--- src/rtl/rand_fill_ctrl.sv ---
// Seeds the Game-of-Life board from a 32-bit PRNG: warm-up, then four 8-bit
// threshold samples per PRNG word, written row-major into the board RAM.
module rand_fill_ctrl #(
    parameter int unsigned ROWS   = 32,
    parameter int unsigned COLS   = 32,
    parameter int unsigned ADDR_W = 10,
    parameter int unsigned WARMUP = 16
) (
    input  logic              clk,
    input  logic              rst,
    input  logic              start_i,
    input  logic              abort_i,
    input  logic [7:0]        density_i,
    output logic              prng_en_o,
    input  logic [31:0]       prng_val_i,
    output logic              wr_en_o,
    output logic [ADDR_W-1:0] wr_addr_o,
    output logic              wr_data_o,
    output logic              busy_o,
    output logic              done_o
);

    localparam int unsigned Cells = ROWS * COLS;
    localparam int unsigned WarmW = (WARMUP > 1) ? $clog2(WARMUP) : 1;
    localparam logic [WarmW-1:0]  WarmLast = WarmW'(WARMUP - 1);
    localparam logic [ADDR_W-1:0] AddrLast = ADDR_W'(Cells - 1);

    typedef enum logic [2:0] {StIdle, StWarm, StLoad, StWrite, StDone} state_e;

    state_e            state_q, state_d;
    logic [WarmW-1:0]  warm_q, warm_d;
    logic [ADDR_W-1:0] addr_q, addr_d;
    logic [1:0]        k_q, k_d;
    logic [31:0]       word_q, word_d;
    logic [7:0]        dens_q, dens_d;
    logic [7:0]        sample;

    always_ff @(posedge clk or posedge rst) begin
        if (rst) begin
            state_q <= StIdle;
            warm_q  <= '0;
            addr_q  <= '0;
            k_q     <= '0;
            word_q  <= '0;
            dens_q  <= '0;
        end else begin
            state_q <= state_d;
            warm_q  <= warm_d;
            addr_q  <= addr_d;
            k_q     <= k_d;
            word_q  <= word_d;
            dens_q  <= dens_d;
        end
    end

    always_comb begin
        state_d = state_q;
        warm_d  = warm_q;
        addr_d  = addr_q;
        k_d     = k_q;
        word_d  = word_q;
        dens_d  = dens_q;
        unique case (state_q)
            StIdle: begin
                warm_d = '0;
                addr_d = '0;
                k_d    = '0;
                // abort wins over a simultaneous start
                if (start_i && !abort_i) begin
                    dens_d  = density_i;
                    state_d = StWarm;
                end
            end
            StWarm: begin
                if (abort_i) begin
                    state_d = StIdle;
                end else if (warm_q == WarmLast) begin
                    state_d = StLoad;
                end else begin
                    warm_d = warm_q + 1'b1;
                end
            end
            StLoad: begin
                word_d  = prng_val_i;
                k_d     = '0;
                state_d = abort_i ? StIdle : StWrite;
            end
            StWrite: begin
                if (abort_i) begin
                    state_d = StIdle;
                end else begin
                    addr_d = addr_q + 1'b1;
                    k_d    = k_q + 2'd1;
                    // the final cell ends the fill even mid-word
                    if (addr_q == AddrLast) begin
                        state_d = StDone;
                    end else if (k_q == 2'd3) begin
                        state_d = StLoad;
                    end
                end
            end
            StDone:  state_d = StIdle;
            default: state_d = StIdle;
        endcase
    end

    always_comb begin
        sample    = word_q[{k_q, 3'b000} +: 8];
        prng_en_o = (state_q == StWarm) || (state_q == StLoad);
        wr_en_o   = (state_q == StWrite);
        wr_addr_o = wr_en_o ? addr_q : '0;
        wr_data_o = wr_en_o && (sample < dens_q);
        busy_o    = (state_q == StWarm) || (state_q == StLoad) || (state_q == StWrite);
        done_o    = (state_q == StDone);
    end

endmodule

--- config.mk ---
export PLATFORM = sky130hd
export DESIGN_NAME = rand_fill_ctrl
export DESIGN_NICKNAME = d
export VERILOG_FILES = /design/src/rtl/rand_fill_ctrl.sv
export SDC_FILE = /design/constraint.sdc
export NUM_CORES = 1
export LEC_CHECK = 0
export CAP_MARGIN = 20
export CELL_PAD_IN_SITES_DETAIL_PLACEMENT = 0
export CELL_PAD_IN_SITES_GLOBAL_PLACEMENT = 1
export CORE_MARGIN = 2
export CORE_UTILIZATION = 34
export DETAILED_ROUTE_END_ITERATION = 8
export PLACE_DENSITY_LB_ADDON = 0.1
export SYNTH_ARGS = -nofsm -noshare
export SYNTH_HDL_FRONTEND = slang
export SYNTH_SLANG_ARGS = --single-unit
export TNS_END_PERCENT = 5
--- constraint.sdc ---
create_clock -name clk -period 7 [get_ports clk]
set_input_delay 1.05 -clock clk [delete_from_list [all_inputs] [get_ports clk]]
set_output_delay 1.05 -clock clk [all_outputs]
set_load 0.1 [all_outputs]
==> results.cfg, run 1 <==
; synthesis and place-and-route metrics
[setup_path]
crit_fanout = 11
crit_buf_inv = 1
start_kind = flip-flop
worst_ep_required_time_ns = 5.95

[finish]
antennaDiodeCount = 0
final_nets = 354
seq-cell-share = 0.382
final_util = 0.448
nFillCells = 830
area_dominant_class = registers

[hold_path]
whs_endpoint = warm_q[3]$_DFFE_PP0P_
worstHoldStart = warm_q[3]$_DFFE_PP0P_

[detailed_routing]
drt_iter0_drc = 81
dr.max_layer_used = met4
m1WireLength_um = 3210
viasPerCell = 4.90

[grt]
met1_usage = 0.208
antenna_found_initial = 0
top_usage_layer = met1
grt_max_degree = 60

[floorplanning]
ios = 59
die_x_um = 98.0
floorplan.initialDensity = 0.348

[synthesis]
numSynthFlops = 59
largest_area_cell = dfrtp_1
synth.distinct_cells = 40
topCellsByArea = dfrtp_1, mux2_2, mux4_2, ha_1, and2_1
synth-xor-area-share = 0.0233
ys.flop_type = dfrtp_1
top_logic_kind = multiplexers
adder_share = 0.0417

[power_and_ir_drop]
p_seq_frac = 0.395
comb_cell_power_mw = 0.564
p_per_area_nw_per_um2 = 372
power_top_consumer = sequential cells
clockPowerShare = 0.213

[run_status]
status = finished, final reports clean

[clocking]
cts_setup_buffers = 0
clock-sinks = 59

[place]
place_area_um2 = 3670
dpl.hpwl_um = 4400

[final_timing]
min_period_over_period = 0.672
rsz0062_at_grt = false
hold_violations = 0
post-route-worst-setup-slack_ns = 2.30
fin_hold_ws_ns = 0.474
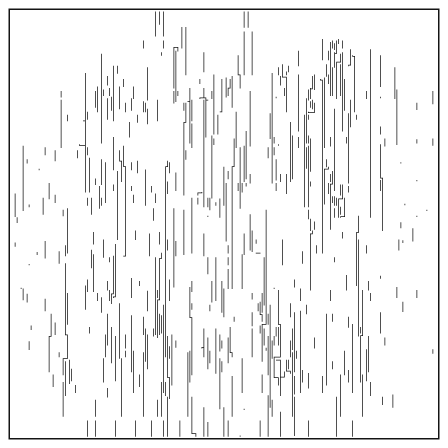
(run_1/m2.png)
main direction	vertical
longest straight run	43.6 µm
wire length on this layer	2550 µm
vias after detailed routing: 2024
met2 Usage GRT: 0.187

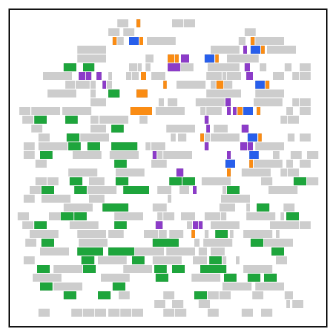
(run_1/gates.png)
color	family	cells	most used
blue	xor and xnor cells	8	xnor2_1
green	mux cells	52	mux2_2
orange	nor cells	21	nor2_1
purple	nand cells	25	nand2_1
Comb/total area: 0.368
Finished Layout Cells: 413
most common logic cell in the routed design: dfrtp_1

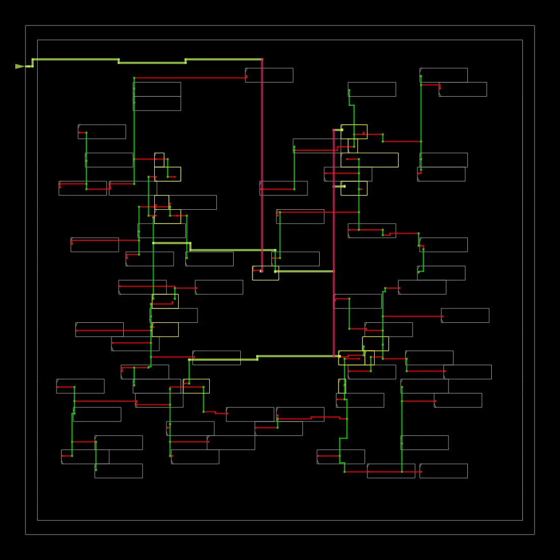
(run_1/clock_nets.png)
clock buf count: 11
total CTS buffers: 9
Clock group: 0.306 mW
clk_lat worst skew: 0.33 ns

==> run_1/class_map.png <==
Scale bar: 20 µm. Fill, decap, tap and diode cells in gray.
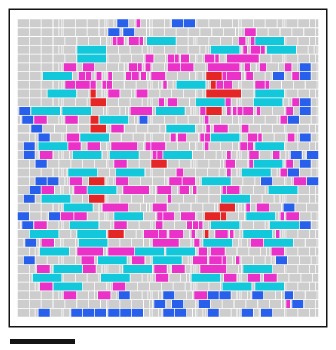

==> inputs of run 2 (changes only) <==
==> constraint.sdc (replaced) <==
create_clock -name clk -period 4.85 [get_ports clk]
set_input_delay 0.7275 -clock clk [delete_from_list [all_inputs] [get_ports clk]]
set_output_delay 0.7275 -clock clk [all_outputs]
set_load 0.1 [all_outputs]
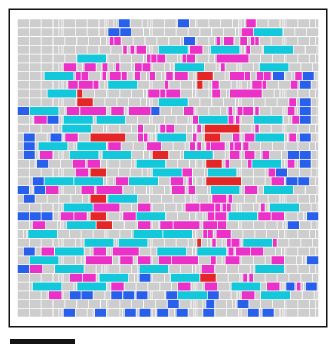
(run_2/class_map.png)
Scale bar: 20 µm. Fill, decap, tap and diode cells in gray.
color	class	cells	share of their area
magenta	remaining logic cells	170	39%
red	clock drivers and dummy loads	16	6.4%
cyan	registers	59	39%
blue	remaining buffers and delay cells	60	16%
core area: 8640 µm²
fraction of area in registers: 0.377
Design Area, Final: 3910 µm²
final core utilization: 0.453

==> run 2 against run 1 <==
  * Largest cell class unchanged
  * Critical path type unchanged
  * Global-route usage up 0.050 points
  * Flip-flop count unchanged
  * Sequential power up 43%
  * Die size did not move
  * Cell count unchanged
  * Highest routed layer unchanged
  * Clock power up 79%
  * Worst hold slack hardly changed
  * Combinational power up 46%
  * Core utilization rose by 0.52 points
  * Sequential share of layout area down 0.44 points
  * First-iteration DRC count increased by 58%
  * Via count shrank 1.4%
==> results.cfg, run 2 <==
; synthesis and place-and-route metrics
[floorplanning]
floorplan.initialDensity = 0.348
die_x_um = 98.0
ios = 59

[finish]
final_nets = 354
antennaDiodeCount = 0
area_dominant_class = registers
sh_comb_area = 0.363
final_cell_count_no_fill = 413
nFillCells = 808
final_common_cell = dfrtp_1
clkbuf_count = 11
buffer_area_frac = 0.152

[final_timing]
post-route-worst-setup-slack_ns = 1.33
hold_violations = 0
min_period_over_period = 0.725
fin_hold_ws_ns = 0.474

[synthesis]
topCellsByArea = dfrtp_1, mux2_2, mux4_2, ha_1, and2_1
adder_share = 0.0417
largest_area_cell = dfrtp_1
synth.distinct_cells = 40
synth-xor-area-share = 0.0233
ys.flop_type = dfrtp_1
syn_area_um2 = 3000
top_logic_kind = multiplexers

[power_and_ir_drop]
comb_cell_power_mw = 0.822
clockPowerShare = 0.251
p_per_area_nw_per_um2 = 558
power_top_consumer = combinational logic
p_seq_frac = 0.373

[grt]
top_usage_layer = met1
grt_max_degree = 60
grtUsageMet2 = 0.196
met1_usage = 0.206

[hold_path]
worstHoldStart = warm_q[3]$_DFFE_PP0P_
whs_endpoint = warm_q[3]$_DFFE_PP0P_

[run_status]
status = finished, final reports clean

[setup_path]
crit_fanout = 11
worst_ep_required_time_ns = 4.12
crit_buf_inv = 1
critPathCaptureType = output port

[place]
dpl.hpwl_um = 4310
place_area_um2 = 3670

[clocking]
cts_buffers = 9
clock.latency.late_pin_ns = 0.33
clk_pin_slew_ns = 0.06

[detailed_routing]
vias = 1995
viasPerCell = 4.83
m1WireLength_um = 3140
dr.max_layer_used = met4
drt_iter0_drc = 128
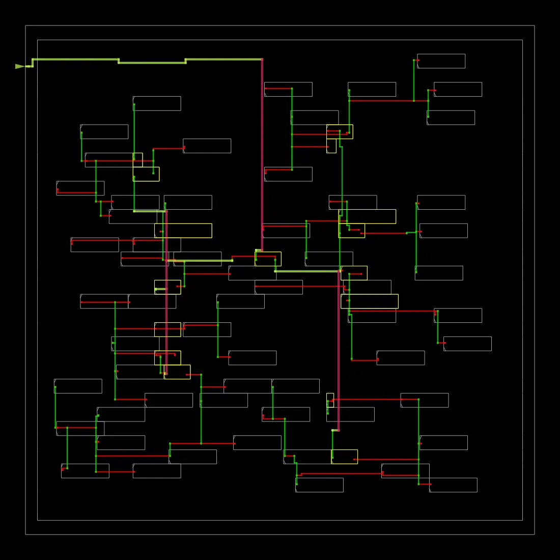
(run_2/clock_nets.png)
Clock group: 0.548 mW
Max Clock Skew: 0.00475 ns
Flops: 59
clk sink count: 59

==> run_2/m2.png <==
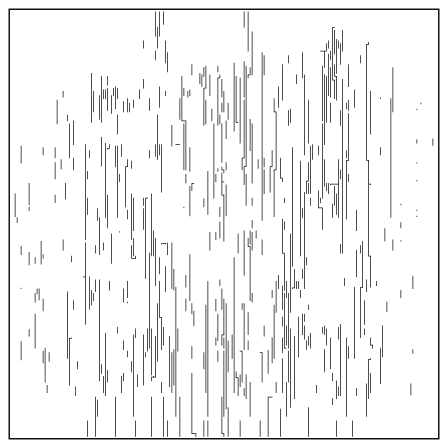

==> inputs of run 3 (changes only) <==
==> constraint.sdc (replaced) <==
create_clock -name clk -period 2.95 [get_ports clk]
set_input_delay 0.4425 -clock clk [delete_from_list [all_inputs] [get_ports clk]]
set_output_delay 0.4425 -clock clk [all_outputs]
set_load 0.1 [all_outputs]
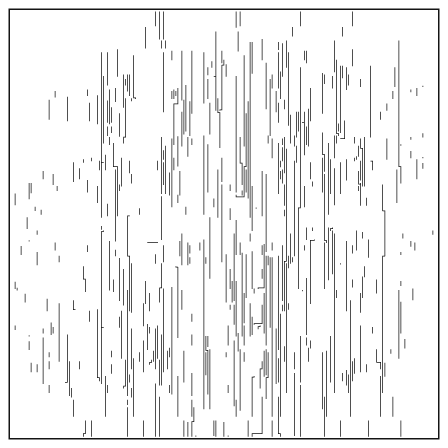
(run_3/m2.png)
nets with wire on the layer	306
wire length on this layer	2960 µm
vias after detailed routing: 2051
WL final: 6690 µm
met2 Usage GRT: 0.199

==> run 3 against run 2 <==
  * Combinational power grew 82%
  * Worst setup slack lost 1.2 ns
  * Wire length grew 8.7%
  * Critical endpoint unchanged
  * Flip-flop count is the same
  * Largest cell class is now combinational gates
  * Global-route usage grew 0.37 points
==> results.cfg, run 3 <==
; synthesis and place-and-route metrics
[run_status]
status = finished, final reports clean

[clocking]
clock-sinks = 59
clk_pin_slew_ns = 0.07
cts_buffers = 9

[synthesis]
top_logic_kind = multiplexers
adder_share = 0.0417
syn_area_um2 = 3000
numSynthFlops = 59

[finish]
sh_comb_area = 0.374
area_dominant_class = combinational gates
final_nets = 363
nFillCells = 812
seq-cell-share = 0.373
final_cell_count_no_fill = 422

[setup_path]
worst_ep_required_time_ns = 2.51
crit_fanout = 5
crit_buf_inv = 2
critPathCaptureType = output port

[final_timing]
hold_violations = 0
post-route-worst-setup-slack_ns = 0.0951
skew_ns = 0.0128
fin_hold_ws_ns = 0.483

[grt]
met1_usage = 0.217

[power_and_ir_drop]
comb_cell_power_mw = 1.50
p_seq_frac = 0.384

[floorplanning]
floorplan.initialDensity = 0.348
core-area_um2 = 8640

[detailed_routing]
m1WireLength_um = 3410
drt_iter0_drc = 59

[place]
place_area_um2 = 3690
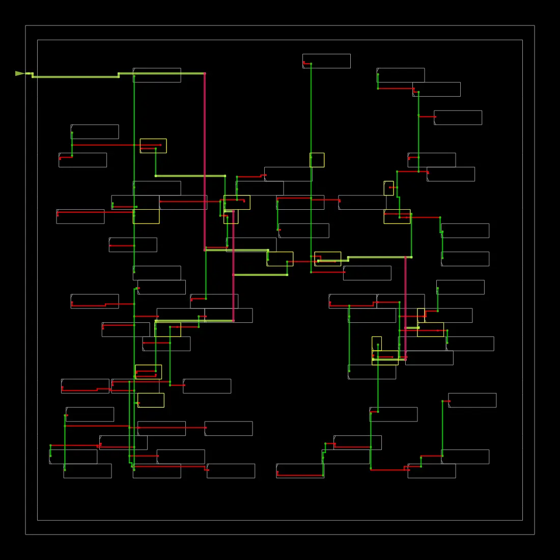
(run_3/clock_nets.png)
clock buf count: 12
Clock group: 0.675 mW

Power and IR drop assume default switching activity.
